==> images/clk_routes.png <==
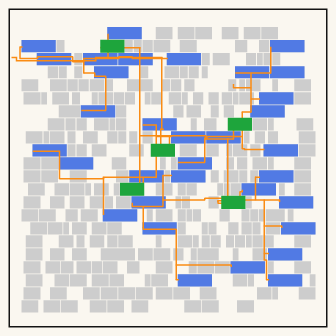
==> images/layer_met3.png <==
Cells faint in the background.
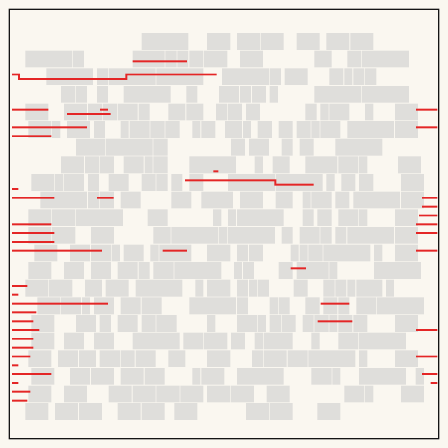
==> images/layer_met2.png <==
Scale bar: 20 um.
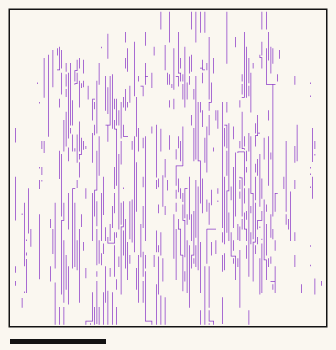
==> images/layer_met1.png <==
Scale bar: 20 um. Supply wires on this layer in gray.
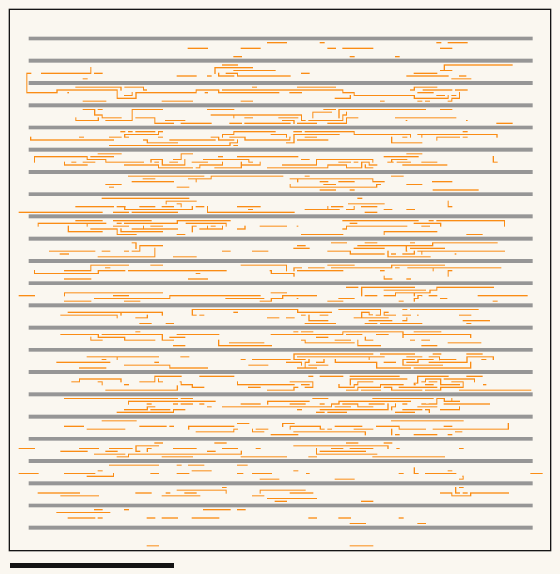
==> images/congestion.png <==
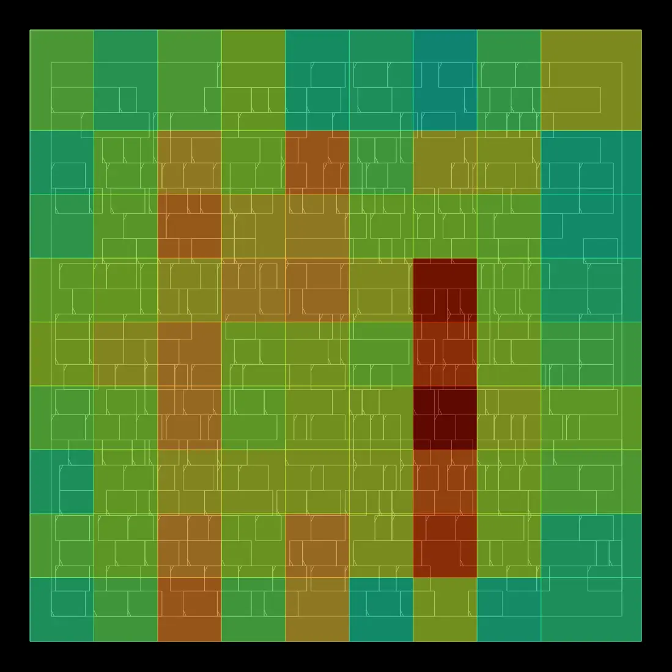
File: config.mk
export PLATFORM = sky130hd
export DESIGN_NAME = hazard_flush_controller
export DESIGN_NICKNAME = d
export VERILOG_FILES = /design/src/rtl/hazard_flush_controller.sv
export SDC_FILE = /design/constraint.sdc
export NUM_CORES = 1
export LEC_CHECK = 0
export CORE_MARGIN = 2
export CORE_UTILIZATION = 48
export DETAILED_ROUTE_END_ITERATION = 8
export PLACE_DENSITY_LB_ADDON = 0.1
export SLEW_MARGIN = 20
export SYNTH_ARGS = -nofsm -noshare
export SYNTH_HDL_FRONTEND = slang
export SYNTH_SLANG_ARGS = --single-unit
File: constraint.sdc
create_clock -name clk -period 5.9 [get_ports clk]
set_input_delay 1.18 -clock clk [delete_from_list [all_inputs] [get_ports clk]]
set_output_delay 1.18 -clock clk [all_outputs]
set_load 0.05 [all_outputs]
File: src/rtl/hazard_flush_controller.sv
// -----------------------------------------------------------------------------
// hazard_flush_controller
//
// Decode-stage sequencing controller. Each cycle it decides whether the
// instruction in ID must stall on a RAW hazard against the EXE/MEM destinations,
// or whether IF must be flushed because ID holds an accepted taken branch.
// A small FSM stretches the IF flush over BR_FLUSH_CYCLES cycles. Saturating
// event counters record stalls and accepted branches for debug.
//
// State | meaning
// ------+---------------------------------------------------------------
// RUN   | normal issue, no stall in progress
// STALL | previous cycle stalled on a RAW hazard
// FLUSH | extra IF flush cycles after an accepted taken branch
//
// Ports:
//   clk, rst           clock, synchronous active-high reset
//   ID_Valid           ID holds a real instruction
//   src1, src2         ID source registers
//   Two_Src            ID instruction actually reads src2
//   Br_Taken           ID instruction is a taken branch
//   Forward_EN         forwarding unit active (only load-use stalls)
//   EXE_Dest/WB_EN/MEM_R_EN, MEM_Dest/WB_EN   downstream destinations
//   Hazard_Detected    freeze PC and IF/ID, bubble into ID/EXE
//   IF_Flush           squash the instruction in IF/ID
//   State              FSM state (RUN=0, STALL=1, FLUSH=2)
//   Stall_Count        saturating count of stall cycles
//   Flush_Count        saturating count of accepted taken branches
// -----------------------------------------------------------------------------
module hazard_flush_controller #(
  parameter int BR_FLUSH_CYCLES = 1,
  parameter int CNT_W           = 16
) (
  input  logic             clk,
  input  logic             rst,
  input  logic             ID_Valid,
  input  logic [4:0]       src1,
  input  logic [4:0]       src2,
  input  logic             Two_Src,
  input  logic             Br_Taken,
  input  logic             Forward_EN,
  input  logic [4:0]       EXE_Dest,
  input  logic             EXE_WB_EN,
  input  logic             EXE_MEM_R_EN,
  input  logic [4:0]       MEM_Dest,
  input  logic             MEM_WB_EN,
  output logic             Hazard_Detected,
  output logic             IF_Flush,
  output logic [1:0]       State,
  output logic [CNT_W-1:0] Stall_Count,
  output logic [CNT_W-1:0] Flush_Count
);

  typedef enum logic [1:0] {
    ST_RUN   = 2'd0,
    ST_STALL = 2'd1,
    ST_FLUSH = 2'd2
  } state_t;

  // Branch accept cycle is the first flush cycle, so the FSM only covers
  // the remaining BR_FLUSH_CYCLES-1 cycles (fc counts down to zero).
  localparam logic [2:0]       FC_INIT = 3'(BR_FLUSH_CYCLES - 2);
  localparam logic [CNT_W-1:0] CNT_ONE = CNT_W'(1);

  state_t     state_q;
  logic [2:0] fc_q;

  logic exe_en;
  logic exe_match;
  logic mem_match;
  logic hz;
  logic in_flush;
  logic br_acc;

  // With forwarding on, only a load in EXE cannot be bypassed in time.
  assign exe_en    = Forward_EN ? (EXE_WB_EN && EXE_MEM_R_EN) : EXE_WB_EN;
  assign exe_match = exe_en && (EXE_Dest != 5'd0) &&
                     ((EXE_Dest == src1) || (Two_Src && (EXE_Dest == src2)));
  assign mem_match = !Forward_EN && MEM_WB_EN && (MEM_Dest != 5'd0) &&
                     ((MEM_Dest == src1) || (Two_Src && (MEM_Dest == src2)));
  assign hz        = exe_match || mem_match;

  assign in_flush        = (state_q == ST_FLUSH);
  assign Hazard_Detected = !rst && hz && ID_Valid && !in_flush;
  // A stalled branch waits for its operands before it is accepted.
  assign br_acc          = !rst && Br_Taken && ID_Valid && !Hazard_Detected && !in_flush;
  assign IF_Flush        = !rst && (br_acc || in_flush);
  assign State           = state_q;

  always_ff @(posedge clk) begin
    if (rst) begin
      state_q     <= ST_RUN;
      fc_q        <= 3'd0;
      Stall_Count <= '0;
      Flush_Count <= '0;
    end else begin
      if (Hazard_Detected && (Stall_Count != '1))
        Stall_Count <= Stall_Count + CNT_ONE;
      if (br_acc && (Flush_Count != '1))
        Flush_Count <= Flush_Count + CNT_ONE;

      case (state_q)
        ST_RUN, ST_STALL: begin
          if (Hazard_Detected) begin
            state_q <= ST_STALL;
          end else if (br_acc && (BR_FLUSH_CYCLES > 1)) begin
            state_q <= ST_FLUSH;
            fc_q    <= FC_INIT;
          end else begin
            state_q <= ST_RUN;
          end
        end
        ST_FLUSH: begin
          if (fc_q == 3'd0)
            state_q <= ST_RUN;
          else
            fc_q <= fc_q - 3'd1;
        end
        default: state_q <= ST_RUN;
      endcase
    end
  end

endmodule

==> results.cfg <==
; physical design summary
[drt]
wl_met2_mm = 2.07
ant_nets = 0
top_layer = met4
drtIter0Drc = 104
met3WireLength_um = 224
drt_first_pass_iters = 4
drt-met1-wl_mm = 1.94

[outcome]
outcome = complete, no violations

[synth]
netlist_area_sq_mm = 0.00185
synth.most_common_cell = dfxtp_1
synthDistinctLibCells = 34
adder_share_pct = 1.35
area_leaders = dfxtp_1 36%, xor2_1 11%, xnor2_1 5.7%, nor2_1 4.3%, nand4_1 4.1%
edf_count = 0
synthSimpleGateAreaFrac_pct = 30.3
ys_seq_share_pct = 35.7
syn_area_per_cell_sq_um = 8.36
yosys_warnings = 0
async_flop_share_pct = 0
synth.cellmix.xorXnorShare_pct = 17.1
yosys_area_sq_mm = 0.00185
ys_sh_aoi_pct = 9.00
flop_cell = dfxtp_1

[finish]
logic_gate_count = 176
n_all_buffers = 64
fin_area_sq_mm = 0.00259
mostFrequentLayoutCells = 63 x clkdlybuf4s50_1, 33 x dfxtp_1, 24 x xor2_1
area_growth_pct = 40.2
mi_logic_area_sq_mm = 0.00113
nClkBuffers = 5
lay_top_count = clkdlybuf4s50_1
antennaDiodeCount = 0
seq_area_share_pct = 25.5
fillers = 320
final_layout_size_suffix_gt1_share_pct = 4.21
sh_comb_area_pct = 43.7

[cts]
hold_buffers = 0
clock_sinks = 33
tritoncts = built
cts-root-buf = clkbuf_8
numCtsBuffers = 5
clkTransAtPathRegs_ns = 0.07

[critical_path]
slowest_delay_ns = 0.80
worst_path_most_repeated_cell = clkdlybuf4s50_1
critical_path.startpoint_type = input pin
crit_path_end = Hazard_Detected
crit_start = EXE_Dest[0]
r2r_slack_ns = 3.73
crit_path_max_fanout = 24
worstSetupEndpointType = primary output
reg2reg_depth = 7
crit_buf_inv = 2
crit_arrival_ns = 3.89

[power_and_ir_drop]
power_mw = 0.448
p_int_mw = 0.333
seqPwrFrac_pct = 50.0
power_leader = registers
p_switching_mw = 0.115

[final_timing]
finalWorstSetupSlack_ns = 0.827
finalHoldViolCount = 0
fin_skew_ns = 0.0118

[grt]
gr-total-overflow = 0
antenna_found_initial = 0
grt_pass1_vias = 1695

[die]
die_h_um = 66.1
io_pins = 65
rows = 22

[run]
warnings = 26
cap_viol_max_count = 0
-- clk_routes.png (at the start) --
- green: clock drivers (count 5)
- orange: clock wires (length 429 um)
- blue: flip-flops (count 33)
- routed clock nets: 6
clk pwr: 0.167 mW
Clock Latency Late Sink: 0.29 ns

-- layer_met3.png (at the start) --
- longest straight run: 16.6 um
- share of all routed wire: 5.2%
DR vias: 1806
WL final: 4.29 mm
met3 usage: 4.94%

-- layer_met2.png (at the start) --
- wire length on this layer: 2070 um
- main direction: vertical

-- layer_met1.png (at the start) --
- share of all routed wire: 45%
- main direction: horizontal
- longest straight run: 14.7 um
GRT met1 Usage: 25.4%

-- congestion.png (at the start) --
Total GRT Usage: 21.4%
M2 GR Usage: 37.2%
post-route core utilization: 70.3%
DR WL/cell: 12.9 um
Most Crowded Layer GR: met2

Power is estimated from default activity; no workload was simulated.
